### src/rtl/calc_pkg.sv
// Shared definitions for the calculator core arbiter: opcodes, FSM states, defaults.
package calc_pkg;

  localparam logic [1:0] OP_ADD = 2'd0;
  localparam logic [1:0] OP_SUB = 2'd1;
  localparam logic [1:0] OP_MUL = 2'd2;
  localparam logic [1:0] OP_DIV = 2'd3;

  localparam int unsigned DefaultTimeout = 64;

  typedef enum logic [1:0] {
    StIdle,
    StIssue,
    StWait,
    StResp
  } calc_state_e;

endpackage

### src/rtl/rr_arbiter2.sv
// Two-way round-robin grant: a lone requester wins, a tie goes to the one not served last.
module rr_arbiter2 (
  input  logic [1:0] req_i,
  input  logic       last_i,
  output logic [1:0] grant_o
);

  // One-hot grant from the request pattern and the last-served id
  always_comb begin
    grant_o = 2'b00;
    case (req_i)
      2'b01:   grant_o = 2'b01;
      2'b10:   grant_o = 2'b10;
      2'b11:   grant_o = last_i ? 2'b01 : 2'b10;
      default: grant_o = 2'b00;
    endcase
  end

endmodule

### src/rtl/calc_core_arbiter.sv
// Shares one multi-cycle calculator core between two requesters, one operation at a time.
module calc_core_arbiter #(
  parameter int unsigned width   = 8,
  parameter int unsigned timeout = calc_pkg::DefaultTimeout
) (
  input  logic                 clock_i,
  input  logic                 reset_i,
  input  logic [1:0]           req_valid_i,
  output logic [1:0]           req_ready_o,
  input  logic [2*width-1:0]   req_a_i,
  input  logic [2*width-1:0]   req_b_i,
  input  logic [3:0]           req_op_i,
  output logic                 core_start_o,
  output logic [width-1:0]     core_a_o,
  output logic [width-1:0]     core_b_o,
  output logic [1:0]           core_op_o,
  input  logic                 core_done_i,
  input  logic [2*width-1:0]   core_res_i,
  input  logic [2*width-1:0]   core_rem_i,
  output logic [1:0]           rsp_valid_o,
  input  logic [1:0]           rsp_ready_i,
  output logic [2*width-1:0]   rsp_res_o,
  output logic [2*width-1:0]   rsp_rem_o,
  output logic                 rsp_err_o,
  output logic                 busy_o
);

  import calc_pkg::*;

  localparam int unsigned CntW = $clog2(timeout);
  // Leaving WAIT as the counter steps to timeout-1 puts the response timeout cycles after start
  localparam logic [CntW-1:0] CntLast = CntW'(timeout - 2);

  calc_state_e          state_q, state_d;
  logic [CntW-1:0]      cnt_q, cnt_d;
  logic                 id_q, id_d;
  logic                 last_q, last_d;
  logic [width-1:0]     a_q, a_d, b_q, b_d;
  logic [1:0]           op_q, op_d;
  logic [2*width-1:0]   res_q, res_d, rem_q, rem_d;
  logic                 err_q, err_d;

  logic [1:0]           grant;
  logic [width-1:0]     win_a, win_b;
  logic [1:0]           win_op;

  rr_arbiter2 u_rr_arbiter2 (
    .req_i   (req_valid_i),
    .last_i  (last_q),
    .grant_o (grant)
  );

  assign win_a  = grant[1] ? req_a_i[width +: width] : req_a_i[0 +: width];
  assign win_b  = grant[1] ? req_b_i[width +: width] : req_b_i[0 +: width];
  assign win_op = grant[1] ? req_op_i[3:2] : req_op_i[1:0];

  // Next-state logic: accept, issue, wait for done or timeout, hold response until taken
  always_comb begin
    state_d = state_q;
    cnt_d   = cnt_q;
    id_d    = id_q;
    last_d  = last_q;
    a_d     = a_q;
    b_d     = b_q;
    op_d    = op_q;
    res_d   = res_q;
    rem_d   = rem_q;
    err_d   = err_q;
    case (state_q)
      StIdle: begin
        if (|grant) begin
          id_d = grant[1];
          a_d  = win_a;
          b_d  = win_b;
          op_d = win_op;
          if (win_op == OP_DIV && win_b == '0) begin
            // Divide by zero is answered locally; the core never sees it
            res_d   = '1;
            rem_d   = {{width{1'b0}}, win_a};
            err_d   = 1'b1;
            state_d = StResp;
          end else begin
            state_d = StIssue;
          end
        end
      end
      StIssue: begin
        cnt_d   = '0;
        state_d = StWait;
      end
      StWait: begin
        cnt_d = cnt_q + 1'b1;
        if (core_done_i) begin
          res_d   = core_res_i;
          rem_d   = core_rem_i;
          err_d   = 1'b0;
          state_d = StResp;
        end else if (cnt_q == CntLast) begin
          res_d   = '0;
          rem_d   = '0;
          err_d   = 1'b1;
          state_d = StResp;
        end
      end
      StResp: begin
        if (rsp_ready_i[id_q]) begin
          last_d  = id_q;
          state_d = StIdle;
        end
      end
      default: state_d = StIdle;
    endcase
  end

  // State and latch registers with synchronous active-low reset
  always_ff @(posedge clock_i) begin
    if (!reset_i) begin
      state_q <= StIdle;
      cnt_q   <= '0;
      id_q    <= 1'b0;
      last_q  <= 1'b1;  // requester 0 wins the first tie
      a_q     <= '0;
      b_q     <= '0;
      op_q    <= '0;
      res_q   <= '0;
      rem_q   <= '0;
      err_q   <= 1'b0;
    end else begin
      state_q <= state_d;
      cnt_q   <= cnt_d;
      id_q    <= id_d;
      last_q  <= last_d;
      a_q     <= a_d;
      b_q     <= b_d;
      op_q    <= op_d;
      res_q   <= res_d;
      rem_q   <= rem_d;
      err_q   <= err_d;
    end
  end

  assign req_ready_o  = (state_q == StIdle) ? grant : 2'b00;
  assign core_start_o = (state_q == StIssue);
  assign core_a_o     = a_q;
  assign core_b_o     = b_q;
  assign core_op_o    = op_q;
  assign rsp_valid_o  = (state_q == StResp) ? {id_q, ~id_q} : 2'b00;
  assign rsp_res_o    = res_q;
  assign rsp_rem_o    = rem_q;
  assign rsp_err_o    = err_q;
  assign busy_o       = (state_q != StIdle);

endmodule

### config.mk
export PLATFORM = sky130hd
export DESIGN_NAME = calc_core_arbiter
export DESIGN_NICKNAME = d
export VERILOG_FILES = /design/src/rtl/calc_pkg.sv /design/src/rtl/rr_arbiter2.sv /design/src/rtl/calc_core_arbiter.sv
export SDC_FILE = /design/constraint.sdc
export NUM_CORES = 1
export LEC_CHECK = 0
export CORE_MARGIN = 2
export CORE_UTILIZATION = 38
export DETAILED_ROUTE_END_ITERATION = 8
export GPL_ROUTABILITY_DRIVEN = 0
export PLACE_DENSITY = 0.85
export SLEW_MARGIN = 20
export SYNTH_ARGS = -nofsm -noshare
export SYNTH_HDL_FRONTEND = slang
export SYNTH_SLANG_ARGS = --single-unit
### constraint.sdc
create_clock -name clock_i -period 2.1 [get_ports clock_i]
set_input_delay 0.63 -clock clock_i [delete_from_list [all_inputs] [get_ports clock_i]]
set_output_delay 0.63 -clock clock_i [all_outputs]
set_load 0.1 [all_outputs]
==> metrics.sh <==
YS.WARNINGS.COUNT=0
WORST_SETUP_HOLD_PATH_CLK_SLEW_NS=0.08
YOSYS-TOP-CELLS-COUNT='nand2_1, dfxtp_1, nor2_1'
P_SW_SHARE_PCT=47.5
CP_DATA_ARRIVAL_TIME_NS=2.37
HIGHEST_DELAY_CELL_ALONG_THE_CRITICAL_PATH='mux2i_1'
DIE_Y_UM=93.8
LAYOUT_SETUP_WS_NS=-0.0404
FAILED_CHECKS='negative setup slack'
PWR-SHARE-COMB_PCT=59.1
WORST_PIN_SLEW_NS=0.415
MAIN_AREA_CONTRIBUTORS='dfxtp_1, nand2_1, a311oi_1, mux2i_1, o21ai_0'
SLOWEST_DELAY_NS=0.39
WORST_IR_DROP_ON_VDD_mV=0.534
TRITONCTS.NUM_BUFFERS=9
YOSYSSEQAREASHARE_PCT=39.8
CRIT_CHAIN='dlygate4sd2_1, buf_4, a21bo_4, buf_4, mux2i_1, o21ai_0, nand3_1, a21oi_2'
DESIGN.FINAL.NETS=600
SLEW_VIOL_FINAL=0
POST_CTS_HOLD_BUFFERS=0
ANTENNA_VIOLATIONS_BEFORE_REPAIR=0
YS_SH_XOR_PCT=1.14
HTREE_LEVELS=3
SETUP_VIOLATIONS_FINAL=2
DRT_ITER0_MARKERS=172
YOSYS.AREA.TOP_TYPE_SHARE_PCT=39.8
MAXCLOCKFREQUENCY_GHz=0.467
MIN_PATH_CELLS=2
PIN_COUNT=132
WORST-R2R-CELL-COUNT=9
POST_ROUTE_CELLS_DRIVE_ABOVE_1_SHARE_PCT=33.8
FINAL.HOLD.WORST_SLACK_NS=0.501
POSTSYNTHNETCOUNT=428
STARTPOINT='req_valid_i[1]'
WORST_PATH_REQUIRED_TIME_NS=2.33
DRT_FIRST_PASS_ITERS=4
GRT_PASS1_WL_MM=17.9
YOSYSMOSTFREQUENTCELL='nand2_1'
STATUS='finished with violations'
FIN_SKEW_NS=0.00733
WORSTSETUPSTARTPOINTTYPE='input pin'
==> routing by layer <==
layer / vias up / share of wire [%] / GRT usage, %
met2: 145 / 55 / 47.3
met3: 44 / 5.4 / 4.57
met1: 1654 / 35 / 27.3
met5: - / 0 / 0
li1: 1591 / - / -
met4: 0 / 4.8 / 18.4
==> cells in the final DEF, fill, tap and decap left out, types with 2 or more instances in the layout <==
| cell type | instances |
|---|---|
| clkbuf_8 | 9 |
| buf_6 | 2 |
| a211oi_1 | 10 |
| o21ai_0 | 17 |
| nand4_1 | 9 |
| inv_2 | 2 |
| mux2i_1 | 17 |
| dlymetal6s2s_1 | 2 |
| nor2_2 | 2 |
| and3_1 | 2 |
| bufinv_16 | 2 |
| a311oi_1 | 21 |
| clkdlybuf4s50_1 | 57 |
| dfxtp_1 | 59 |
| buf_4 | 52 |
| xor2_1 | 4 |
| nor2_1 | 22 |
| inv_1 | 5 |
| nor4b_4 | 2 |
| clkinvlp_4 | 4 |
| dlygate4sd2_1 | 14 |
| buf_12 | 61 |
| dfxtp_2 | 2 |
| ha_1 | 3 |
| inv_6 | 2 |
| a21oi_1 | 13 |
| and2_1 | 2 |
| nand2_1 | 76 |
| a21oi_2 | 11 |
| nand2_2 | 2 |
| o21ai_1 | 2 |
| nand3_1 | 4 |
| a311oi_2 | 4 |
| ha_2 | 2 |
==> layout make-up <==
type	count	area, µm²
Clock buffer	9	124
Clock inverter	7	97.6
Fill cell	518	2080
Inverter	9	41.3
Multi-Input combinational cell	249	1710
Sequential cell	61	1220
Tap cell	102	128
Timing Repair Buffer	189	2360
==> state kept, by name, indices dropped and copies added (netlist names) <==
name	count
cnt_q	6
core_a_o	8
core_b_o	8
core_op_o	2
id_q	1
last_q	1
rsp_err_o	1
rsp_rem_o	16
rsp_res_o	16
state_q	2
==> metrics by stage <==
stage          instance area, µm²  power, µW  std cells
6_report                     5690       6680        626
5_1_grt                      5690       6900        626
4_1_cts                      5640       6560        624
3_5_place_dp                 5240       5210        597
3_3_place_gp                 5240       5120        597
2_1_floorplan                3080       3830        347
==> power groups by stage <==
stage	Combinational (µW)	Clock, µW	Sequential [µW]
floorplan	1350	0	2490
global placement	3570	0	1540
detailed placement	3660	0	1560
CTS	3830	1190	1530
global route	4100	1250	1550
finish	3950	1200	1540
==> repair_timing <==
action / in CTS / in global routing
resized: 36 / 16
pin swaps: 9 / 13
setup endpoints to repair: 37 / 35
cloned: 1 / 0
setup buffers: 10 / 3
==> tightest hold or removal path, cell delays in order (launching register included) <==
cell and delay [ns]:
dfxtp_1 0.34, nand2_1 0.06, o21ai_0 0.06
==> worst min-delay path by stage <==
stage / start / to
after floorplan: cnt_q[4] / cnt_q[4]
after detailed placement: rsp_rem_o[2] / rsp_rem_o[2]
after global routing: rsp_rem_o[2] / rsp_rem_o[2]
after global placement: rsp_rem_o[7] / rsp_rem_o[7]
final: rsp_rem_o[2] / rsp_rem_o[2]
after CTS: rsp_rem_o[2] / rsp_rem_o[2]
util_map.png
The die is cut into 9 by 9 equal tiles; white is low, dark blue is high, 0 to 100% covered.
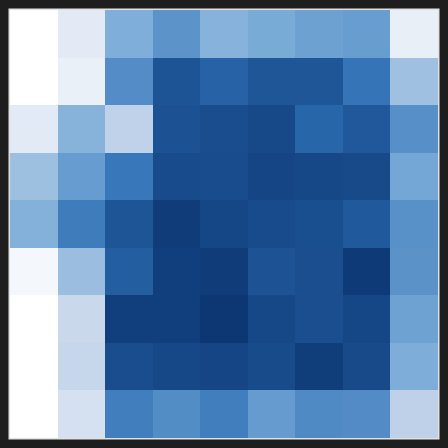
The mean over all tiles is 63%. The fullest tile reaches 97%. The densest ninth of the die: center. 47% of the tiles are over 75% full. 6.2% of the tiles are nearly empty. The emptiest ninth of the die: north-west.
utilization after layout: 73.3%
fraction of the core area occupied by cells at floorplan: 39.5%
Core Region: 7770 µm²

class_map.png
Scale bar: 20 µm. Fill, decap, tap and diode cells in gray.
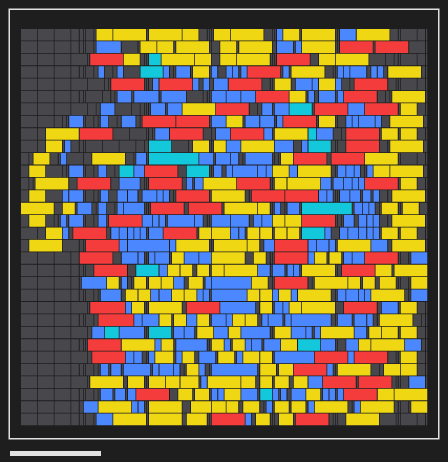
Key: red = registers [cells 61, share of their area 22%]; blue = remaining logic cells [cells 258, share of their area 32%]; cyan = clock drivers and dummy loads [cells 16, share of their area 4.0%]; yellow = remaining buffers and delay cells [cells 189, share of their area 42%]

m1.png
Supply wires on this layer in gray.
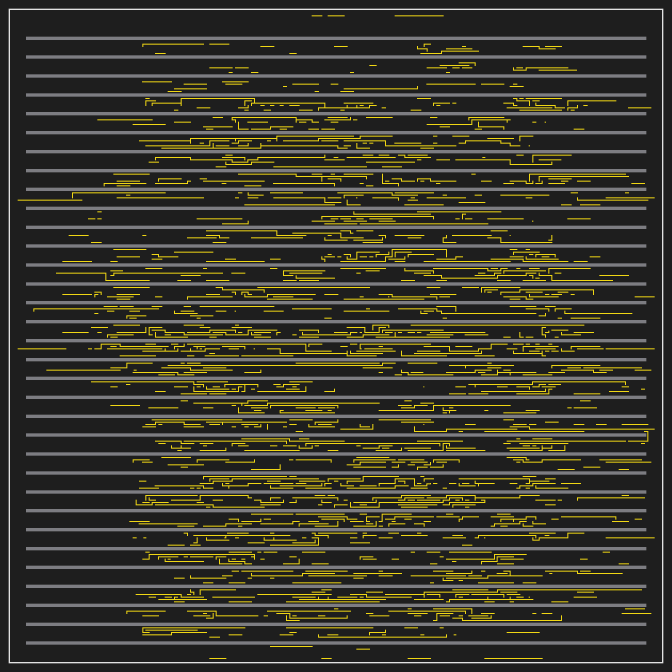
The layer carries 4090 µm of wire. The longest straight run is 30.8 µm. 532 nets have wire on it. The wires run mostly horizontal. The layer holds 35% of the routed length.

m4.png
Scale bar: 20 µm. Supply wires on this layer in gray.
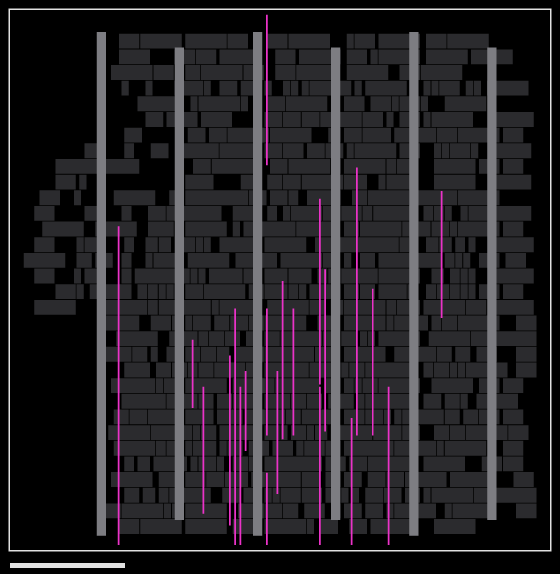
20 nets have wire on it. The longest straight run is 55.1 µm.
Routed Wire Length: 11.7 mm
via count: 3434

Power figures rest on the tool's default switching activity, not on a simulated workload.
